`config.mk`:
```
export PLATFORM = sky130hd
export DESIGN_NAME = alu_cond_writeback
export DESIGN_NICKNAME = d
export VERILOG_FILES = /design/src/rtl/alu_cond_writeback.sv
export SDC_FILE = /design/constraint.sdc
export NUM_CORES = 1
export LEC_CHECK = 0
export CAP_MARGIN = 20
export CORE_ASPECT_RATIO = 1.25
export CORE_MARGIN = 1.5
export CORE_UTILIZATION = 50
export DETAILED_ROUTE_END_ITERATION = 8
export GPL_TIMING_DRIVEN = 0
export MAX_ROUTING_LAYER = met4
export PLACE_DENSITY = 0.81
export SETUP_SLACK_MARGIN = 0.02
export SYNTH_ARGS = -nofsm -noshare
export SYNTH_HDL_FRONTEND = slang
export SYNTH_SLANG_ARGS = --single-unit
```
`constraint.sdc`:
```
create_clock -name clk -period 5.15 [get_ports clk]
set_input_delay 0.7725 -clock clk [delete_from_list [all_inputs] [get_ports clk]]
set_output_delay 0.7725 -clock clk [all_outputs]
set_load 0.05 [all_outputs]
```
`src/rtl/alu_cond_writeback.sv`:
```
// Execute-to-writeback stage: evaluates the ARM condition field against the held NZCV flags,
// gates the write/branch enables, updates the flags on S, and buffers results in a 2-entry FIFO.
module alu_cond_writeback #(
    parameter int M  = 32,
    parameter int RA = 4
) (
    input  logic          clk,
    input  logic          rst_n,
    input  logic          in_valid,
    output logic          in_ready,
    input  logic [M-1:0]  in_result,
    input  logic          in_n,
    input  logic          in_z,
    input  logic          in_v,
    input  logic          in_c,
    input  logic [3:0]    in_cond,
    input  logic          in_setflags,
    input  logic [RA-1:0] in_rd,
    input  logic          in_regwrite,
    input  logic          in_memwrite,
    input  logic          in_branch,
    output logic          out_valid,
    input  logic          out_ready,
    output logic [M-1:0]  out_result,
    output logic [RA-1:0] out_rd,
    output logic          out_regwrite,
    output logic          out_memwrite,
    output logic          out_branch,
    output logic          out_condpass,
    output logic [3:0]    flags_nzcv
);

    typedef enum logic [3:0] {
        C_EQ = 4'b0000, C_NE = 4'b0001, C_CS = 4'b0010, C_CC = 4'b0011,
        C_MI = 4'b0100, C_PL = 4'b0101, C_VS = 4'b0110, C_VC = 4'b0111,
        C_HI = 4'b1000, C_LS = 4'b1001, C_GE = 4'b1010, C_LT = 4'b1011,
        C_GT = 4'b1100, C_LE = 4'b1101, C_AL = 4'b1110, C_NV = 4'b1111
    } cond_e;

    cond_e       cond;
    logic        fn, fz, fc, fv;
    logic        pass;
    logic        push, pop;
    logic [1:0]  count, count_nx;
    logic        wptr, rptr;

    logic [M-1:0]  res_q [2];
    logic [RA-1:0] rd_q  [2];
    logic [3:0]    ctl_q [2];   // {regwrite, memwrite, branch, condpass}

    assign {fn, fz, fc, fv} = flags_nzcv;

    always_comb begin
        cond = cond_e'(in_cond);
        pass = 1'b0;
        case (cond)
            C_EQ:    pass = fz;
            C_NE:    pass = !fz;
            C_CS:    pass = fc;
            C_CC:    pass = !fc;
            C_MI:    pass = fn;
            C_PL:    pass = !fn;
            C_VS:    pass = fv;
            C_VC:    pass = !fv;
            C_HI:    pass = fc & !fz;
            C_LS:    pass = !fc | fz;
            C_GE:    pass = (fn == fv);
            C_LT:    pass = (fn != fv);
            C_GT:    pass = !fz & (fn == fv);
            C_LE:    pass = fz | (fn != fv);
            C_AL:    pass = 1'b1;
            default: pass = 1'b0;
        endcase
    end

    assign out_valid = (count != 2'd0);
    assign push      = in_valid & in_ready;
    assign pop       = out_valid & out_ready;

    always_comb begin
        count_nx = count + {1'b0, push} - {1'b0, pop};
    end

    // in_ready is registered from the next count so it never depends on in_valid/out_ready
    always_ff @(posedge clk) begin
        if (!rst_n) begin
            count      <= '0;
            wptr       <= 1'b0;
            rptr       <= 1'b0;
            in_ready   <= 1'b0;
            flags_nzcv <= '0;
            res_q[0]   <= '0;
            res_q[1]   <= '0;
            rd_q[0]    <= '0;
            rd_q[1]    <= '0;
            ctl_q[0]   <= '0;
            ctl_q[1]   <= '0;
        end else begin
            count    <= count_nx;
            in_ready <= (count_nx < 2'd2);
            if (push) begin
                res_q[wptr] <= in_result;
                rd_q[wptr]  <= in_rd;
                ctl_q[wptr] <= {in_regwrite & pass, in_memwrite & pass, in_branch & pass, pass};
                wptr        <= ~wptr;
                if (pass & in_setflags)
                    flags_nzcv <= {in_n, in_z, in_c, in_v};
            end
            if (pop)
                rptr <= ~rptr;
        end
    end

    assign out_result   = res_q[rptr];
    assign out_rd       = rd_q[rptr];
    assign out_regwrite = ctl_q[rptr][3];
    assign out_memwrite = ctl_q[rptr][2];
    assign out_branch   = ctl_q[rptr][1];
    assign out_condpass = ctl_q[rptr][0];

endmodule

```
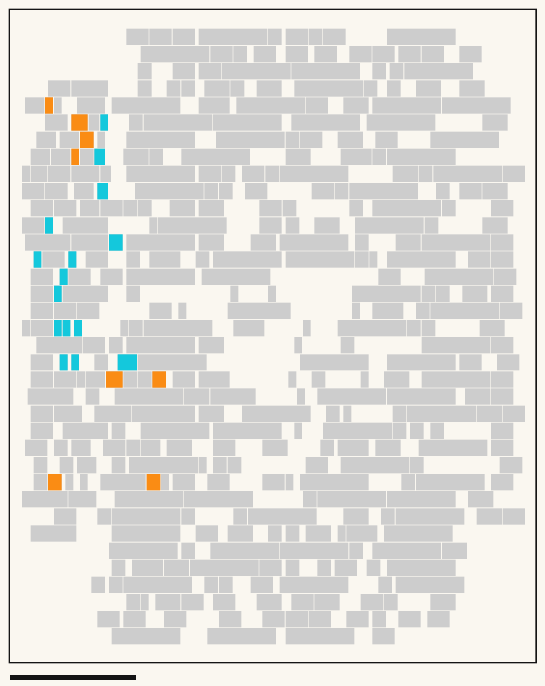
run_1/logic_types.png
Scale bar: 20 um.
legend:
  orange:
    family: nor cells
    cells: 8
    most_used: nor2b_1
  cyan:
    family: nand cells
    cells: 15
    most_used: nand2_1

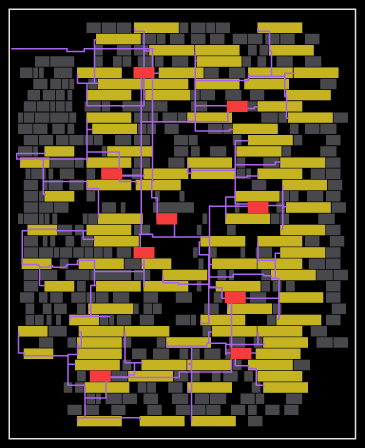
run_1/clk_routes.png
legend:
  purple:
    item: clock wires
    length: 998 um
  red:
    item: clock drivers
    count: 9
  yellow:
    item: flip-flops
    count: 90
routed clock nets: 10

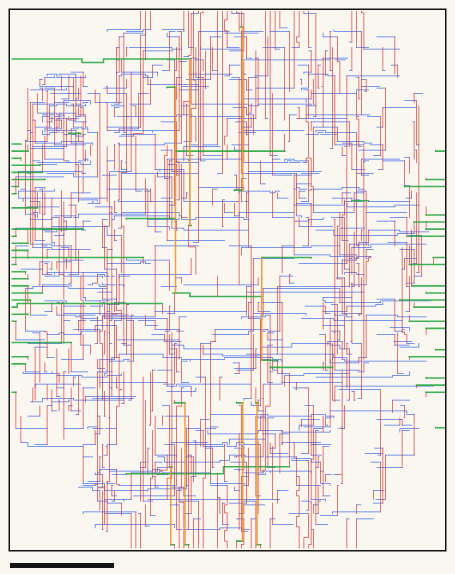
run_1/wires.png
Scale bar: 20 um.
legend:
  orange:
    layer: metal 4
    wire_length: 218 um
  blue:
    layer: metal 1
    wire_length: 3080 um
  green:
    layer: metal 3
    wire_length: 398 um
  red:
    layer: metal 2
    wire_length: 4070 um

==> changes_impl.md, run 1 <==
## Flow update

- Post-synth EDFFs: 80
- Adder Area Share: less than 1%
- GR Overflow Total: 0
- Delay-heaviest family, CP: buffers and inverters
- Leading cell kind: registers
- Well Taps: 95
- Synthesis Warnings: 0
- Crit-path max FO: 10
- CTS tree: yes
- Worst-path cell chain: buf_1 > mux2_2 > clkdlybuf4s50_1
- Primary FF master, synth: edfxtp_1
- Multi-input gates: 176
- Mapped Cells: 287
- Unique cell types: 34
- Hold_sp: flags_nzcv[0]
- DIE WIDTH: 83.5 um
- Clk latency late pin: 360 ps
- Top cell area share: 59.4%
- Log Warnings: 26
- Port bufs: 94
- Comb area share: 25.7%
- Static Leak: 2.04 nW
- Average size of a mapped cell: 14.1 sq um
- Reg2reg setup slack: 3130 ps
- First-pass GRT wire length: 12.6 mm
- Buffers, non-clock: between 100 and 150
- # clock sinks: about 90
- Worst setup path class: reg2out
- Power per cell area: around 430 nW/um^2
- Worst Path Arrival: 2360 ps
- Std cell rows: 36
- Final #Nets: 448
- Endpoints failing setup: 0
- Mux area share: 12.4%
- Final period utilization: 60.7%
- Die height: 104 um
- Stages on the worst setup path: 3
- Clock buffers: 11
- Min-delay worst type: reg2reg
- Vias: 2558
- Fin util: 68.3%
- Top cells by count: edfxtp_1 (80), and2_1 (78), mux2_2 (40)
- Psw: 0.000841 W
- Comb area leader: simple AND/OR/NAND/NOR gates
- Flop pwr share: 39.9%
- Cts repair resizes: 0
- Core Area: between 7000 and 8000 sq um
- DRT iter0 DRCs: approximately 130
- Sw frac: 36.2%
- Comb area: 1370 sq um
- Pre-antenna DRT Iters: 4
- Post-route ant nets: 0
- Crit path max-delay cell type: clkdlybuf4s50_1
- Post-synth regs: 90
- Crit path DRT: 4380 ps
- DIE AREA: 8640 sq um
- Reg2reg path depth: 6
- Simple-Gate Area Share: 16.6%
- Clk buf depth: 2
- Yosys cell count: 287
- Layout cells sized above 1: 15.3%
- FF/Latch Area: 2600 sq um
- RSZ-0062 raised after global routing: no
- ClkCell Share: approximately 3.3%
- Logic inverters: 5
- CTS root buffer: clkbuf_8
- Final Skew: 10.2 ps
- Top cell type by instance count after synthesis: edfxtp_1
- Pin slew with the least headroom to its limit: 788 ps
- Yosys stat chip area: approximately 4000 sq um
- Clock-pin slew on the worst setup and hold paths: 80 ps
- Async S/R FF share, synth: 0%
- Drc violations: 0
- Area after DPL: 5170 sq um
- Seq/Total Area, Yosys: between 60% and 70%
- Vias in the first global route: 2566
- Hold-critical path depth: 2
- CTS buffer count: 9
- P_int: 0.00148 W
- Flop share of the area: between 40 and 50%
- Flops: 90
- Gr usage total: 19.4%
- Status: finished, final reports clean
- Startpoint Class: flop
- F_max: 320 MHz
- Complex Gates by Area: 2.54%
- Total power: 0.00232 W
- Hold Violations, Final: 0
- Final GP Congestion: 0.693
- Mapped Nets: 341
- Comb pwr share: 40.7%
- Crit. End Element: output pin
- FP Util: between 50% and 60%
- Reg2Reg Launch Point: flags_nzcv[3]
- Post-DP HPWL: about 5.4 mm
- Peak VDD IR: 0.335 mV
- Post-CTS setup buffer count: 0
- Clk network pwr share: 19.3%
- Final Cell Area: approximately 5400 sq um
- # hold bufs at CTS: 0
- Max incr delay on CP: 720 ps
- Final-layout non-clock buffer area share: 19.8%
- DR WL/cell: roughly 16 um
- Min Clock Period, post-route: approximately 3100 ps
- Max-cap violations: 0
- Final max-slew violation count: 0
- Ports: about 98
- XOR Share, Synth: 1.52%
- Area delta synth->final: 32.3%
- Slew headroom: 47.3%
- Initial antenna violation count: 0
- Fillers: just under 600
- Mapped cell area: 4050 sq um
- Ant diodes: 0
- Post-synth top area cell: edfxtp_1
- Worst path bufs/invs: 2
- Final wirelength: 7.77 mm
- Largest net degree at the start of global routing: 24
- Via-per-instance ratio: 5.18
- H-tree depth: 3
- Synth area leaders: edfxtp_1 (59%), and2_1 (12%), mux2_2 (11%), dfxtp_1 (4.9%), mux2i_1 (1.2%)
run 1: per-stage QoR:
step | worst slack, ps | instances | setup TNS (ps) | hold slack (ps)
after global placement | -1080 | 476 | -43220 | 512
final | 2020 | 494 | 0 | 530
after global routing | 1890 | 494 | 0 | 548
after floorplan | 902 | 287 | 0 | 504
after CTS | 1980 | 494 | 0 | 532
after detailed placement | 2250 | 478 | 0 | 517
run 1: path summary, 6_finish.rpt:
| path | end |
|---|---|
| setup reg to reg | ctl_q[1][3] |
| hold / removal | flags_nzcv[0] |
| hold reg to reg | flags_nzcv[0] |
| setup / recovery | out_result[1] |
run 1: power by group through the flow:
stage / clock network, W / logic [W] / registers, W
after floorplan: 0 / 0.000628 / 0.000957
final: 0.000448 / 0.000946 / 0.000927
after detailed placement: 0 / 0.000952 / 0.000945
after CTS: 0.000455 / 0.000958 / 0.000929
after global routing: 0.000482 / 0.000999 / 0.000936
after global placement: 0 / 0.000927 / 0.000947
run 1: per-layer routing:
metal / GRT usage, % / share of wire (%)
met2: 32.1 / 52
met1: 22.2 / 40
met3: 5.34 / 5.1
met5: - / 0
met4: 8.55 / 2.8
run 1: state kept, by name, indices dropped and copies added, names as in the netlist, named ones only:
register,flops
res_q,64
ctl_q,8
rd_q,8
flags_nzcv,4
count,2
in_ready,1
rptr,1
wptr,1
run 1: cells in the final DEF (no fill, tap or decap), types with 4 or more instances in the layout:
master           netlist  routed
clkbuf_8               0       9
and2_1                78      78
and3_1                 7       7
mux2_2                40      40
nand2_1               11      11
clkinv_1               0       4
dfxtp_1               10      10
xor2_1                 4       4
mux2i_1                5       5
buf_1                  4       4
inv_1                  5       5
edfxtp_1              80      80
clkdlybuf4s50_1        0      94
clkbuf_1              11      13
## Run 2: what changed since run 1
Settings changed: CORE_UTILIZATION 50 to 45, PLACE_DENSITY 0.81 to 0.77.
Clock period 5.15 ns to 2.6 ns, I/O delays scaled along.
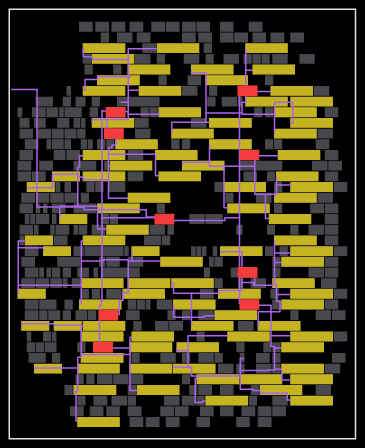
run_2/clk_routes.png
legend:
  yellow:
    item: flip-flops
    count: 90
  red:
    item: clock drivers
    count: 9
  purple:
    item: clock wires
    length: 993 um
routed clock nets: 10

==> run 2 against run 1 <==
Effect of this change: largest power group unchanged; worst setup slack worse by 1900 ps; die area is 11% higher; critical endpoint is now out_result[7]; sequential power is 97% higher; highest routed layer unchanged; register-to-register slack worse by 2600 ps.
==> changes_impl.md, run 2 <==
## Flow update

- Endpoints failing setup: 0
- Std cell rows: 38
- FF/Latch Area: 2600 sq um
- # hold bufs at CTS: 0
- Seq/Total Area, Yosys: 64.3%
- Clock-pin slew on the worst setup and hold paths: about 80 ps
- Largest net degree at the start of global routing: 23
- CTS tree: yes
- Final max-slew violation count: 0
- Unique cell types: 34
- Min Clock Period, post-route: 2490 ps
- Post-Place Setup Slack: 64.3 ps
- Log Warnings: 27
- Peak VDD IR: 0.692 mV
- Post-Place Cells: ~500
- Post-DP HPWL: around 5.6 mm
- Top cells by count: edfxtp_1 (80), and2_1 (78), mux2_2 (40)
- Top cell area share: between 50% and 60%
- Final period utilization: 95.6%
- Clk latency late pin: 350 ps
- Final #Nets: 448
- Largest register FFs: 64
- Area after DPL: 5200 sq um
- Pin slew with the least headroom to its limit: 749 ps
- Drc violations: 0
- CTS buffer count: 9
- DIE AREA: about 9600 sq um
- Ant diodes: 0
- Pre-antenna DRT Iters: 4
- Clk buf depth: 2
- Power per cell area: 868 nW/um^2
- Initial antenna violation count: 0
- RSZ-0062 raised after global routing: no
- Crit path DRT: ~2200 ps
- Total power: 0.00470 W
- Fillers: ~700
- Crit. End Element: output pin
- Yosys cell count: between 200 and 300
- Vias: 2549
- Worst Path Arrival: 2100 ps
- Post-synth top area cell: edfxtp_1
- Final wirelength: 7.94 mm
- Mapped Nets: roughly 340
- Comb area: 1370 sq um
- Startpoint Class: flop
- Worst setup path class: reg2out
- Largest reg by FF count: res_q
- Area delta synth->final: 34.0%
- Static Leak: 2.11 nW
- Top cell excl fill/tap: clkdlybuf4s50_1
- DRT iter0 DRCs: around 120
- Top cell type by instance count after synthesis: edfxtp_1
- H-tree depth: 3
- Commonest non-fill, non-tap cells in the layout: clkdlybuf4s50_1 (91), edfxtp_1 (80), and2_1 (78)
- CTS root buffer: clkbuf_8
- Max-cap violations: 0
- Average size of a mapped cell: 14.1 sq um
- Core Area: 8700 sq um
- F_max: 402 MHz
- Biggest regs: res_q (64), ctl_q (8), rd_q (8)
- Vias in the first global route: 2625
- Crit-path max FO: 10
- Ports: approximately 100
- Final worst slack: 113 ps
- Slew headroom: 49.9%
- Status: finished, final reports clean
- Yosys stat chip area: around 4000 sq um
- # clock sinks: 90
- Final Skew: 6.96 ps
- Finished Layout Cells: between 500 and 600
- Die height: 109 um
- Setup Total Neg Slack: 0 ps
- FP Util: between 40 and 50%
- Synth area leaders: edfxtp_1 (59%), and2_1 (12%), mux2_2 (11%), dfxtp_1 (4.9%), mux2i_1 (1.2%)
- Post-synth EDFFs: 80
- Hold Violations, Final: 0
- Post-route ant nets: 0
- Port bufs: around 94
[run 2: cell counts after synthesis]
No cell type changed its count.
[run 2: cell type report]
type | count | share of cell area, %
clock buffer | 13 | 2.56
inverter | 5 | 0.346
timing repair buffer | 96 | 18.5
multi-input combinational | 176 | 25.3
tap | 120 | 2.77
sequential | 90 | 48.0
clock inverter | 3 | 1.20
buffer | 16 | 1.27
[run 2: what timing repair did]
item                                    in CTS  in global routing
endpoints found under the setup margin      40                  3
buffers inserted                             0                  0
resized                                      4                  3
gates cloned                                 0                  0
[run 2: critical path, cell delays in order (launching register included)]
cell and delay (ps):
dfxtp_1 380, clkbuf_2 290, mux2_2 380, clkdlybuf4s50_1 700
[run 2: logic make-up after synthesis]
family | Yosys count | synth area share [%]
buf+inv | 21 | 2.04
simple gates | 111 | 16.6
flops | 90 | 64.3
fa+ha+maj | 2 | 0.619
mux | 45 | 12.4
compound gates | 11 | 2.54
xor+xnor | 7 | 1.52
[run 2: report_power, final]
part / leakage [nW] / internal (W) / switching (W)
registers: 0.917 / 0.00178 / 0.0000574
logic: 1.09 / 0.000726 / 0.00115
clock network: 0.102 / 0.000543 / 0.000455
[run 2: final timing paths]
check,startpoint,end,slack [ps],depth (start not counted)
worst max register to register,flags_nzcv[3],ctl_q[1][1],550,6
worst max-delay path,flop,out_result[7],110,3
worst min register to register,flags_nzcv[0],flags_nzcv[0],540,2
worst min-delay path,rst_n,flags_nzcv[2],430,3
[run 2: layer usage]
layer / track usage (%) / up-vias / wire (um)
li1: - / 1222 / -
met4: 7.60 / 0 / 159
met1: 21.4 / 1241 / 3200
met5: - / - / 0
met2: 30.4 / 74 / 4210
met3: 3.33 / 12 / 374
Power and IR drop assume default switching activity.
